Fig. 1: run 1, the metal 2 layer
Scale: 4 px per um.
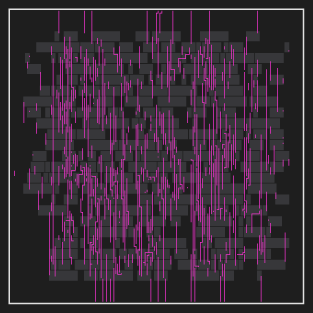
Fig. 2: run 1, placed cells, one color a class
Scale: 4 px per um. Fill, decap, tap and diode cells in gray.
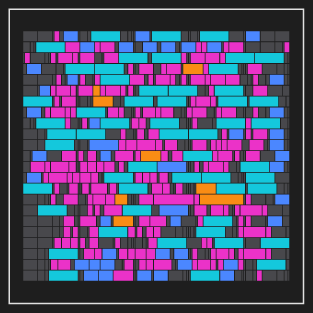
Fig. 3: run 1, clock routing
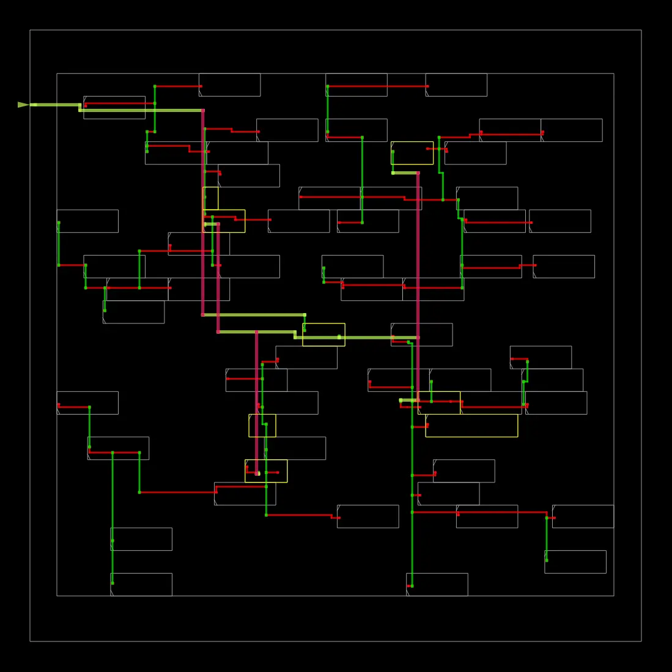
Fig. 4: run 1, clock distribution
Scale: 8 px per um.
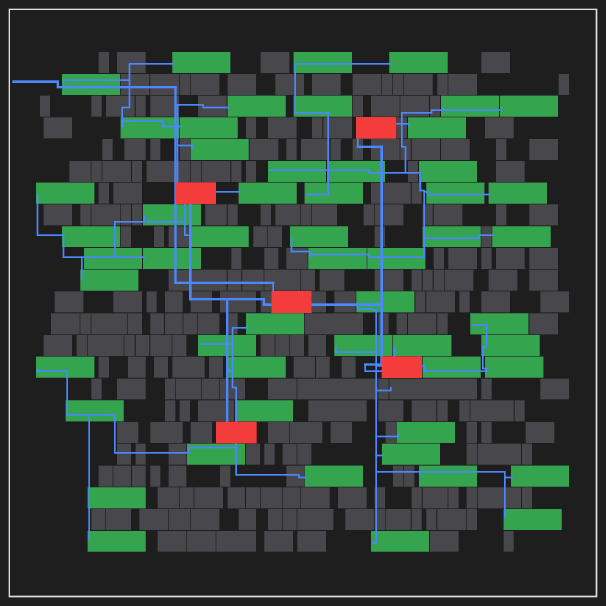
### config.mk
export PLATFORM = sky130hd
export DESIGN_NAME = i2c_read_word_flat
export DESIGN_NICKNAME = d
export VERILOG_FILES = /design/src/rtl/i2c_read_word_pkg.sv /design/src/rtl/i2c_read_word_if.sv /design/src/rtl/i2c_read_word.sv /design/src/flat_wrapper.sv
export SDC_FILE = /design/constraint.sdc
export NUM_CORES = 1
export LEC_CHECK = 0
export ABC_AREA = 0
export CORE_MARGIN = 3
export CORE_UTILIZATION = 55
export CTS_BUF_LIST = sky130_fd_sc_hd__clkbuf_4 sky130_fd_sc_hd__clkbuf_8
export DETAILED_ROUTE_END_ITERATION = 16
export HOLD_SLACK_MARGIN = 0.1
export PLACE_DENSITY = 0.82
export REMOVE_ABC_BUFFERS = 1
export SLEW_MARGIN = 0
export SYNTH_ARGS = -nofsm -noshare
export SYNTH_HDL_FRONTEND = slang
export SYNTH_SLANG_ARGS = --single-unit
### constraint.sdc
create_clock -name PT_CK -period 2.1 [get_ports PT_CK]
set_input_delay 0.21 -clock PT_CK [delete_from_list [all_inputs] [get_ports PT_CK]]
set_output_delay 0.21 -clock PT_CK [all_outputs]
set_load 0.02 [all_outputs]
### src/rtl/i2c_read_word_pkg.sv
// Shared encodings and framing constants for the I2C read master.
package i2c_pkg;

    typedef enum logic [7:0] {
        IDLE   = 8'd0,
        START  = 8'd1,
        LOW    = 8'd2,
        DRIVE  = 8'd3,
        HIGH   = 8'd4,
        SAMPLE = 8'd5,
        STOP0  = 8'd6,
        STOP1  = 8'd7,
        STOP2  = 8'd8,
        DONE   = 8'd9
    } state_e;

    localparam int unsigned BITS_PER_FRAME = 9;
    localparam int unsigned TICKS_PER_BIT  = 4;
    localparam logic        READ_BIT       = 1'b1;

    // Edge (relative to the IDLE edge that samples GO) at which END_OK rises.
    function automatic int unsigned done_edge(input int unsigned nbytes);
        return 5 + BITS_PER_FRAME * TICKS_PER_BIT * (1 + nbytes);
    endfunction

endpackage

### src/rtl/i2c_read_word_if.sv
// Request/bus bundle between the read master and its environment.
interface i2c_read_word_if;

    logic        GO;
    logic [7:0]  SLAVE_ADDRESS;
    logic        SDAI;
    logic        SDAO;
    logic        SCLO;
    logic        END_OK;
    logic        ACK_OK;
    logic [15:0] DATA;
    logic [7:0]  ST;

    modport master (
        input  GO, SLAVE_ADDRESS, SDAI,
        output SDAO, SCLO, END_OK, ACK_OK, DATA, ST
    );

    modport slave (
        output GO, SLAVE_ADDRESS, SDAI,
        input  SDAO, SCLO, END_OK, ACK_OK, DATA, ST
    );

endinterface

### src/rtl/i2c_read_word.sv
// I2C read master: START, address with R/W=1, NBYTES data bytes (ACK all but last), STOP.
// One bus phase per PT_CK rising edge; all bus outputs are registered.
module i2c_read_word
    import i2c_pkg::*;
#(
    parameter int unsigned NBYTES = 2
) (
    input logic               PT_CK,
    input logic               RESET_N,
    i2c_read_word_if.master   bus
);

    localparam logic [3:0] LastBit = 4'(BITS_PER_FRAME - 1);

    state_e      state_q;
    logic        sdao_q;
    logic        sclo_q;
    logic        end_ok_q;
    logic        ack_ok_q;
    logic [15:0] data_q;
    logic [3:0]  bit_cnt_q;
    logic [1:0]  byte_cnt_q;
    logic [7:0]  tx_sr_q;
    logic [15:0] rx_acc_q;
    logic        last_byte;

    // byte_cnt_q == 0 is the address frame; 1..NBYTES are data frames.
    assign last_byte = (byte_cnt_q == 2'(NBYTES));

    always_ff @(posedge PT_CK) begin
        if (!RESET_N) begin
            state_q    <= IDLE;
            sdao_q     <= 1'b1;
            sclo_q     <= 1'b1;
            end_ok_q   <= 1'b1;
            ack_ok_q   <= 1'b0;
            data_q     <= '0;
            bit_cnt_q  <= '0;
            byte_cnt_q <= '0;
            tx_sr_q    <= '0;
            rx_acc_q   <= '0;
        end else begin
            unique case (state_q)
                IDLE: begin
                    sdao_q <= 1'b1;
                    sclo_q <= 1'b1;
                    if (bus.GO) begin
                        end_ok_q   <= 1'b0;
                        tx_sr_q    <= {bus.SLAVE_ADDRESS[7:1], READ_BIT};
                        rx_acc_q   <= '0;
                        bit_cnt_q  <= '0;
                        byte_cnt_q <= '0;
                        state_q    <= START;
                    end
                end
                START: begin
                    sdao_q  <= 1'b0;
                    sclo_q  <= 1'b1;
                    state_q <= LOW;
                end
                LOW: begin
                    sclo_q  <= 1'b0;
                    state_q <= DRIVE;
                end
                DRIVE: begin
                    if (bit_cnt_q == LastBit) begin
                        // Address frame releases for the slave ACK; data frames ACK all but last.
                        sdao_q <= (byte_cnt_q == 2'd0) || last_byte;
                    end else if (byte_cnt_q == 2'd0) begin
                        sdao_q  <= tx_sr_q[7];
                        tx_sr_q <= {tx_sr_q[6:0], 1'b0};
                    end else begin
                        sdao_q <= 1'b1;
                    end
                    state_q <= HIGH;
                end
                HIGH: begin
                    sclo_q  <= 1'b1;
                    state_q <= SAMPLE;
                end
                SAMPLE: begin
                    sclo_q <= 1'b1;
                    if (bit_cnt_q != LastBit) begin
                        bit_cnt_q <= bit_cnt_q + 4'd1;
                        if (byte_cnt_q != 2'd0) begin
                            rx_acc_q <= {rx_acc_q[14:0], bus.SDAI};
                        end
                        state_q <= LOW;
                    end else begin
                        bit_cnt_q <= '0;
                        if (byte_cnt_q == 2'd0) begin
                            if (!bus.SDAI) begin
                                ack_ok_q   <= 1'b1;
                                byte_cnt_q <= 2'd1;
                                state_q    <= LOW;
                            end else begin
                                ack_ok_q <= 1'b0;
                                state_q  <= STOP0;
                            end
                        end else if (last_byte) begin
                            state_q <= STOP0;
                        end else begin
                            byte_cnt_q <= byte_cnt_q + 2'd1;
                            state_q    <= LOW;
                        end
                    end
                end
                STOP0: begin
                    sdao_q  <= 1'b0;
                    sclo_q  <= 1'b0;
                    state_q <= STOP1;
                end
                STOP1: begin
                    sdao_q  <= 1'b0;
                    sclo_q  <= 1'b1;
                    state_q <= STOP2;
                end
                STOP2: begin
                    sdao_q  <= 1'b1;
                    sclo_q  <= 1'b1;
                    state_q <= DONE;
                end
                DONE: begin
                    // First DONE edge only: publish the word if the address was ACKed.
                    if (!end_ok_q) begin
                        end_ok_q <= 1'b1;
                        if (ack_ok_q) begin
                            data_q <= rx_acc_q;
                        end
                    end
                    if (!bus.GO) begin
                        state_q <= IDLE;
                    end
                end
                default: begin
                    state_q <= IDLE;
                end
            endcase
        end
    end

    assign bus.SDAO   = sdao_q;
    assign bus.SCLO   = sclo_q;
    assign bus.END_OK = end_ok_q;
    assign bus.ACK_OK = ack_ok_q;
    assign bus.DATA   = data_q;
    assign bus.ST     = state_q;

endmodule

### src/flat_wrapper.sv
// flat-port wrapper written by rule: the top's interface ports become plain ports
module i2c_read_word_flat import i2c_pkg::*;
#(
    parameter int unsigned NBYTES = 2
)
  (PT_CK, RESET_N, bus_GO, bus_SLAVE_ADDRESS, bus_SDAI, bus_SDAO, bus_SCLO, bus_END_OK, bus_ACK_OK, bus_DATA, bus_ST);
  i2c_read_word_if bus_i ();
  input logic PT_CK;
  input logic RESET_N;
  input wire logic [$bits(bus_i.GO)-1:0] bus_GO;
  input wire logic [$bits(bus_i.SLAVE_ADDRESS)-1:0] bus_SLAVE_ADDRESS;
  input wire logic [$bits(bus_i.SDAI)-1:0] bus_SDAI;
  output wire logic [$bits(bus_i.SDAO)-1:0] bus_SDAO;
  output wire logic [$bits(bus_i.SCLO)-1:0] bus_SCLO;
  output wire logic [$bits(bus_i.END_OK)-1:0] bus_END_OK;
  output wire logic [$bits(bus_i.ACK_OK)-1:0] bus_ACK_OK;
  output wire logic [$bits(bus_i.DATA)-1:0] bus_DATA;
  output wire logic [$bits(bus_i.ST)-1:0] bus_ST;
  assign bus_i.GO = bus_GO;
  assign bus_i.SLAVE_ADDRESS = bus_SLAVE_ADDRESS;
  assign bus_i.SDAI = bus_SDAI;
  assign bus_SDAO = bus_i.SDAO;
  assign bus_SCLO = bus_i.SCLO;
  assign bus_END_OK = bus_i.END_OK;
  assign bus_ACK_OK = bus_i.ACK_OK;
  assign bus_DATA = bus_i.DATA;
  assign bus_ST = bus_i.ST;
  i2c_read_word #(.NBYTES(NBYTES)) u_core (.PT_CK(PT_CK), .RESET_N(RESET_N), .bus(bus_i));
endmodule
==> job_summary.md, run 1 <==
### Metrics collected by this job

| Metric | Value |
|---|---|
| Clock slew at reported path FFs | 90 ps |
| Htree depth | 2 |
| Worst hold stages | 3 |
| DP HPWL | 3290 um |
| Ys cells | between 200 and 300 |
| Largest net degree at the start of global routing | 30 |
| Post-synth ARST share | 0 |
| Mapped Area | approximately 2500 um^2 |
| Site Rows | 23 |
| Fmax | between 500 and 600 MHz |
| Pleak | about 1.1 nW |
| Vias in the first global route | between 1500 and 2000 |
| Critical Path Max Stage Delay | between 600 and 700 ps |
| OpenROAD warnings | 28 |
| Cell count after synthesis | 277 |
| Post-layout util | 0.717 |
| Slew margin rel. | 0.352 |
| Most frequent logic cells in the routed design | nand2_1, dfxtp_1, mux2i_1, clkdlybuf4s50_1, nor2_1 |
| Wire per inst | between 10 and 15 um |
| Synth area leader | dfxtp_1 |
| Initial antenna violation count | 0 |
| Well tap count | 50 |
| CP Cell Sequence | buf_4 > clkdlybuf4s50_1 |
| Clock-cell share of area | 0.0376 |
| Final hold vios | 0 |
| Non-clock buffer count | approximately 44 |
| Cts bufs inserted | 5 |
| Post-place setup slack | between 100 and 150 ps |
| Worst setup EP type | output port |
| Die X | 73.2 um |
| Register area share after synthesis | 0.435 |
| Synth cell types | about 46 |
| Min-Delay Endpoint | u_core.tx_sr_q[2] |
| Hold Buf Count CTS | 0 |
| Final Critical Period | between 1500 and 2000 ps |
| DRT Pass-1 Iters | 4 |
| Nets | between 300 and 400 |
| CP startpoint kind | register |
| Finished Layout Cells | between 300 and 400 |
| Final setup vio count | 0 |
| WHS | 469 ps |
| Die height | between 70 and 80 um |
| Commonest cells post-synth | dfxtp_1, nand2_1, mux2i_1 |
| Via density | roughly 5.5 |
| Placed Area | roughly 2900 um^2 |
| Port Buffers | 34 |
| First-pass GRT wire length | between 8000 and 9000 um |
| Seq cells post-synth | approximately 54 |
| Post-synth EDFFs | 0 |
| Cell Count Post-Placement | 351 |
| Crit path to | bus_ST[3] |
| CP Max Fanout | 12 |
| Initial Util | 0.596 |
| Final Total Pwr | 2.10 mW |
| Logic share of the area | 0.421 |
| Worst r2r dst | u_core.byte_cnt_q[1] |
| Worst setup path startpoint | u_core.bus.ST[3] |
| Postcts setup bufs | 0 |
| Root Buffer | clkbuf_8 |
| Maximum VDD drop | roughly 0.00044 V |
| Register area | approximately 1100 um^2 |
| YS chip area | 2480 um^2 |
| Status | completed |
| Pwr Density | approximately 700 nW/um^2 |
| Area leader share | 0.435 |
| Post-cts gate resize count | 0 |
| Top cell category | multi-input combinational cells |
| R2r startpoint | u_core.bus.ST[0] |
| Slew Limit Fails | 0 |
| Hold_sp | bus_SLAVE_ADDRESS[2] |
| Worst Path Arrival | roughly 1700 ps |
| Synthesis-to-layout area growth | 20.4% |
Notes on Fig. 1 above:
longest straight run: 51.3 um
main direction: vertical
nets with wire on the layer: 264
vias: 1968
met2 Usage GRT: 0.330
final wirelength: 4810 um

Notes on Fig. 2 above:
legend:
  blue:
    class: other buffers and delay cells
    cells: 44
  magenta:
    class: all other logic
    cells: 203
  orange:
    class: clock drivers and dummy loads
    cells: 8
  cyan:
    class: flip-flops
    cells: 54
register share of the cell area: 0.361
core area: 4170 um^2
Final Instance Area: 2990 um^2

Notes on Fig. 3 above:
Clk power: 697 uW
CLK BUF: 5
clock sinks: 54

Notes on Fig. 4 above:
legend:
  green:
    item: flip-flops
    count: 54
  red:
    item: cells driving clock nets
    count: 5
  blue:
    item: clock wires
    length: 567 um
flops lie: all over the die
clock network power share: 0.331
Clock Skews: 7.19 ps
worst skew pair latency: 310 ps

[run 1: report_power, final]
part | internal (mW) | switching [mW] | leakage (nW) | total [mW]
combinational | 0.159 | 0.152 | 0.611 | 0.311
sequential | 1.06 | 0.0375 | 0.438 | 1.10
clock | 0.357 | 0.339 | 0.0585 | 0.697
[run 1: logic make-up after synthesis]
group                    after synthesis  synth area share
XOR/XNOR                               1           0.00353
AND/OR/NAND/NOR                      115             0.217
other                                  1           0.00151
adder cells (fa/ha/maj)                4            0.0201
multiplexers                          35             0.141
flip-flops                            54             0.435
buffers and inverters                 29            0.0624
AND-OR/OR-AND                         38             0.119
[run 1: per-layer routing]
layer | GRT usage | share of wire
met1 | 0.231 | 0.45
met2 | 0.330 | 0.48
met3 | 0.0303 | 0.041
met4 | 0.0984 | 0.026
met5 | 0 | 0
Fig. 5: run 1, pin map
Scale: 4 px per um. Pins as bars across the die edge, other pins in gray.
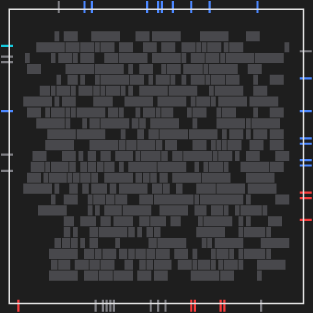

==> run 2, diff against run 1 <==
--- a/config.mk
+++ b/config.mk
@@ -6,10 +6,12 @@
 export NUM_CORES = 1
 export LEC_CHECK = 0
 export ABC_AREA = 0
+export CAP_MARGIN = 5
 export CORE_MARGIN = 3
 export CORE_UTILIZATION = 55
 export CTS_BUF_LIST = sky130_fd_sc_hd__clkbuf_4 sky130_fd_sc_hd__clkbuf_8
 export DETAILED_ROUTE_END_ITERATION = 16
+export GPL_TIMING_DRIVEN = 0
 export HOLD_SLACK_MARGIN = 0.1
 export PLACE_DENSITY = 0.82
 export REMOVE_ABC_BUFFERS = 1
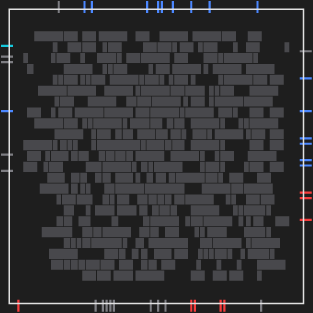
Fig. 6. Pin map (run 2).
Scale: 4 px per um. Pins as bars across the die edge, other pins in gray.
legend:
  cyan:
    port: `PT_CK`
    pins: 1
    direction: input
    edge: left
  red:
    port: `bus_SLAVE_ADDRESS`
    pins: 8
    direction: input
    edge: 5 bottom, 3 right
  blue:
    port: `bus_DATA`
    pins: 16
    direction: output
    edge: 9 top, 6 right, 1 left
Die X: 73.2 um
Port Buffers: 34
die height: 73.2 um

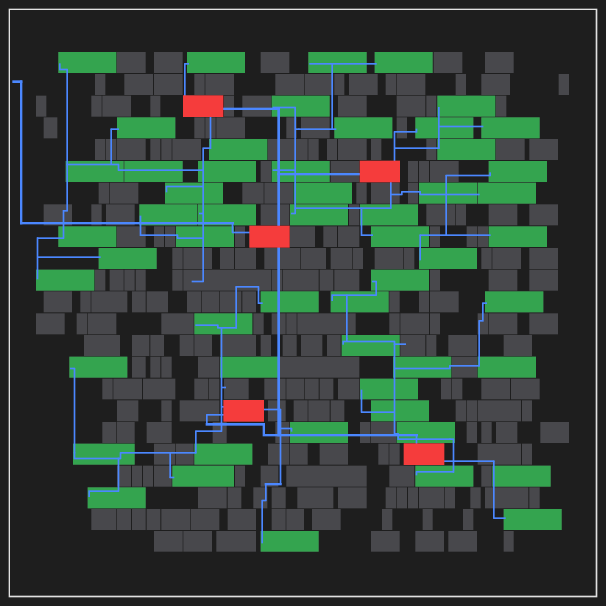
Fig. 7. Clock distribution (run 2).
Scale: 8 px per um.
legend:
  green:
    item: flip-flops
    count: 54
  blue:
    item: clock wires
    length: 581 um
  red:
    item: cells driving clock nets
    count: 5
routed clock nets: 6
flops lie: all over the die
worst skew pair latency: 320 ps
Clk power: 718 uW
Clock Skews: 6.81 ps
clock network power share: 0.340

==> job_summary.md, run 2 <==
### Metrics collected by this job

| Metric | Value |
|---|---|
| Register share of the cell area | 0.369 (+0.00715) |
| Post-layout util | 0.705 (-0.0123) |
| Crit path to | bus_ST[1] |
| Ys cells | 277 (unchanged) |
| Fmax | 522 MHz (-1.0%) |
| Cell Count Post-Placement | 341 (-2.8%) |
| Placed Area | 2770 um^2 (-3.9%) |
| Wire per inst | 14.0 um (+4.6%) |
| Final hold vios | 0 (unchanged) |
| Top cell category | multi-input combinational cells |
| DR WL met3 | 227 um (+16%) |
| Commonest cells post-synth | dfxtp_1, nand2_1, mux2i_1 |
| Status | completed |
| Area leader share | 0.435 (unchanged) |
| WHS | 466 ps (-2.83 ps) |
| CP startpoint kind | register |
| Routing usage on met3 | 0.0482 (+0.0179) |
| Most frequent logic cells in the routed design | nand2_1, dfxtp_1, mux2i_1, clkdlybuf4s50_1, nor2_1 |
| Worst setup path startpoint | u_core.bus.ST[1] |
| Worst setup EP type | output port |
| Register area share after synthesis | 0.435 (unchanged) |
| Mapped Area | 2480 um^2 (unchanged) |
| Cts bufs inserted | 5 (unchanged) |
| Met1 WL | 2240 um (+3.4%) |
| DP HPWL | 3130 um (-5.1%) |
| Post-synth EDFFs | 0 (unchanged) |
| Maximum VDD drop | 0.000366 V (-17%) |
| CP Max Fanout | 15 (+3) |
| DRT Pass-1 Iters | 4 (unchanged) |
| Synthesis-to-layout area growth | 18.3% |
| Cell count after synthesis | 277 (unchanged) |
| Min-Delay Endpoint | u_core.rx_acc_q[15] |
| Pwr Density | 719 nW/um^2 (+2.3%) |
| Root Buffer | clkbuf_8 |
| Worst Path Arrival | 1710 ps (+20 ps) |
| Clock sinks | 54 (unchanged) |
| Final setup vio count | 0 (unchanged) |
| Synth area leader | dfxtp_1 |
| Via density | 5.66 (+3.3%) |
| Nets | 317 (-2.2%) |
| YS chip area | 2480 um^2 (unchanged) |
| R2r startpoint | u_core.bus.ST[2] |
| CP Cell Sequence | clkdlybuf4s50_1 |
| Max layer used | met4 |
| Vias in the first global route | 1873 (+1.8%) |
| Initial antenna violation count | 0 (unchanged) |
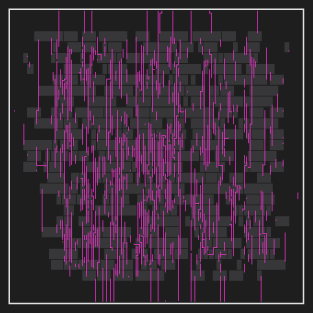
Fig. 8. The metal 2 layer (run 2).
Scale: 4 px per um.
final wirelength: 4930 um
vias: 1993
met2 Usage GRT: 0.337

run 2: cell counts after synthesis:
No cell type changed its count.
run 2: kinds of logic (layout without fill, tap and decap cells):
group | after synthesis | in the layout | share of synthesized area
AND/OR/NAND/NOR | 115 | 115 | 0.217
adder cells (fa/ha/maj) | 4 | 4 | 0.0201
buffers and inverters | 29 | 51 | 0.0624
other | 1 | 4 | 0.00151
flip-flops | 54 | 54 | 0.435
multiplexers | 35 | 35 | 0.141
XOR/XNOR | 1 | 1 | 0.00353
AND-OR/OR-AND | 38 | 38 | 0.119
run 2: where the power goes:
| part | switching [mW] | internal, mW |
|---|---|---|
| combinational | 0.150 | 0.145 |
| clock | 0.356 | 0.362 |
| sequential | 0.0428 | 1.06 |
Fig. 9: run 2, placed cells, one color a class
Scale: 4 px per um. Fill, decap, tap and diode cells in gray.
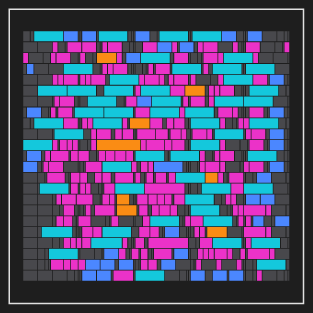

==> run 3, diff against run 2 <==
--- a/config.mk
+++ b/config.mk
@@ -6,7 +6,7 @@
 export NUM_CORES = 1
 export LEC_CHECK = 0
 export ABC_AREA = 0
-export CAP_MARGIN = 5
+export CAP_MARGIN = 30
 export CORE_MARGIN = 3
 export CORE_UTILIZATION = 55
 export CTS_BUF_LIST = sky130_fd_sc_hd__clkbuf_4 sky130_fd_sc_hd__clkbuf_8
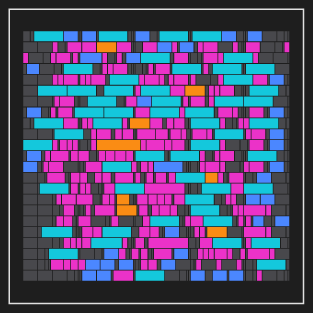
Fig. 10. Placed cells, one color a class (run 3).
Scale: 4 px per um. Fill, decap, tap and diode cells in gray.
legend:
  orange:
    class: clock drivers and dummy loads
    cells: 8
  magenta:
    class: all other logic
    cells: 204
  blue:
    class: other buffers and delay cells
    cells: 37
  cyan:
    class: flip-flops
    cells: 54
post-layout util: 0.709
register share of the cell area: 0.366

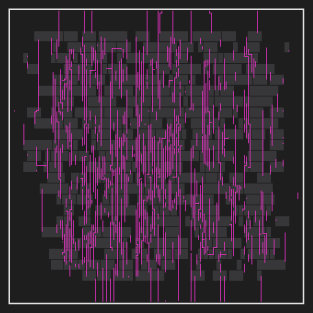
Fig. 11. The metal 2 layer (run 3).
Scale: 4 px per um.
nets with wire on the layer: 257
longest straight run: 41.5 um
main direction: vertical
wire length on this layer: 2410 um
final wirelength: 4970 um
vias: 1985

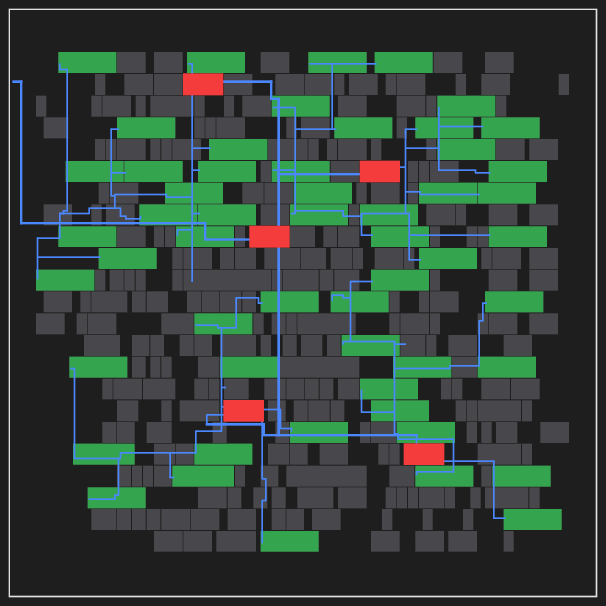
Fig. 12. Clock distribution (run 3).
Scale: 8 px per um.
legend:
  red:
    item: cells driving clock nets
    count: 5
  blue:
    item: clock wires
    length: 583 um
  green:
    item: flip-flops
    count: 54
flops lie: all over the die
routed clock nets: 6
Clock Skews: 6.05 ps
clock network power share: 0.339

==> job_summary.md, run 3 <==
### Metrics collected by this job

| Metric | Value |
|---|---|
| Fmax | 523 MHz (+0.20%) |
| Sequential share of power | 0.520 (about the same) |
| Die X | 73.2 um (unchanged) |
| RSZ-0062 raised after global routing | false |
| Root Buffer | clkbuf_8 |
| Crit path to | u_core.bus.DATA[5] |
| Die height | 73.2 um (unchanged) |
| P_comb | 299 uW (+1%) |
| Simple-gate portion of the synthesized area | 0.217 (unchanged) |
| Worst skew pair latency | 320 ps (about the same) |
| CP startpoint kind | register |
| Status | completed |
| Placed Area | 2770 um^2 (unchanged) |
| CP Cell Sequence | nor3b_1 > and4b_4 > mux2i_1 > nor2_1 |
| Pleak | between 1 and 1.5 nW |
| Yosys xor share | 0.00352 (unchanged) |
| R2r startpoint | u_core.bus.ST[0] |
| Comb power frac | 0.141 (+0.002) |
| Final setup vio count | 0 (unchanged) |
| Slew margin rel. | 0.636 |
| Nets | 318 (+0.32%) |
| Via density | 5.62 (-0.68%) |
| Clk power | 717 uW (about the same) |
| Seq group | 1.10 mW (about the same) |
| Top cell category | multi-input combinational cells |
| Commonest cells post-synth | dfxtp_1, nand2_1, mux2i_1 |
| Internal Pwr Total | 1.57 mW (+0.18%) |
| Vias in the first global route | 1873 (unchanged) |
| Most frequent logic cells in the routed design | nand2_1, dfxtp_1, mux2i_1, clkdlybuf4s50_1, nor2_1 |
| Pwr Density | 716 nW/um^2 (-0.48%) |
| Port Buffers | 34 (unchanged) |
| DRT Pass-1 Iters | 4 (unchanged) |
| Period utilization | 0.911 |
| Synthesis-to-layout area growth | 19.1% |
| Compound Share, Synth | 0.119 (unchanged) |
| Top Consumer | registers |
| Worst setup EP type | register |
| Worst Tran Pin Value | approximately 550 ps |
| Wire per inst | 14.1 um (+0.63%) |
| WHS | 448 ps (-18.2 ps) |
| Worst hold stages | 2 |
| Area leader share | 0.435 (unchanged) |
| YS chip area | 2480 um^2 (unchanged) |
| Register area share after synthesis | 0.435 (unchanged) |
| Post-synth EDFFs | 0 (unchanged) |
| Worst Path Arrival | 2120 ps (+410 ps) |
| Clock sinks | 54 (unchanged) |
| Worst setup path startpoint | u_core.bus.ST[0] |
| Cell Count Post-Placement | 341 (unchanged) |
| Synth area leader | dfxtp_1 |
| Min-Delay Endpoint | u_core.bus.END_OK |
| Mapped Area | 2480 um^2 (unchanged) |
| Net Sw Frac | 0.259 (about the same) |
| DP HPWL | 3130 um (unchanged) |
| Top comb family, area | simple AND/OR/NAND/NOR gates |
| NetSw | 549 uW (about the same) |
| Maximum VDD drop | 0.000366 V (about the same) |
| Final hold vios | 0 (unchanged) |
| Cts bufs inserted | 5 (unchanged) |
| Crit-path slowest cell | and4b_4 |
| Post-synth mux share | 0.141 (unchanged) |
| CP Max Fanout | 17 (+2) |
-- run 3: netlist changes by cell type in the layout (fill, tap and decap cells not counted) --
cell | previous run | this run
dlygate4sd2_1 | 0 | 1
buf_8 | 0 | 1
clkbuf_2 | 1 | 0
-- run 3: per-layer routing --
metal | track usage | vias to the layer above | share of wire
met4 | 0.0779 | 0 | 0.021
met1 | 0.239 | 957 | 0.45
met2 | 0.337 | 33 | 0.48
met3 | 0.0482 | 10 | 0.044
met5 | 0 | - | 0
li1 | - | 985 | -
-- run 3: what timing repair did --
| action | in CTS | in global routing |
|---|---|---|
| gates cloned | 1 | 0 |
| buffers inserted | 2 | 0 |
| resized | 6 | 4 |
| setup endpoints to repair | 29 | 29 |
| pin swaps | 1 | 0 |
Power figures rest on the tool's default switching activity, not on a simulated workload.
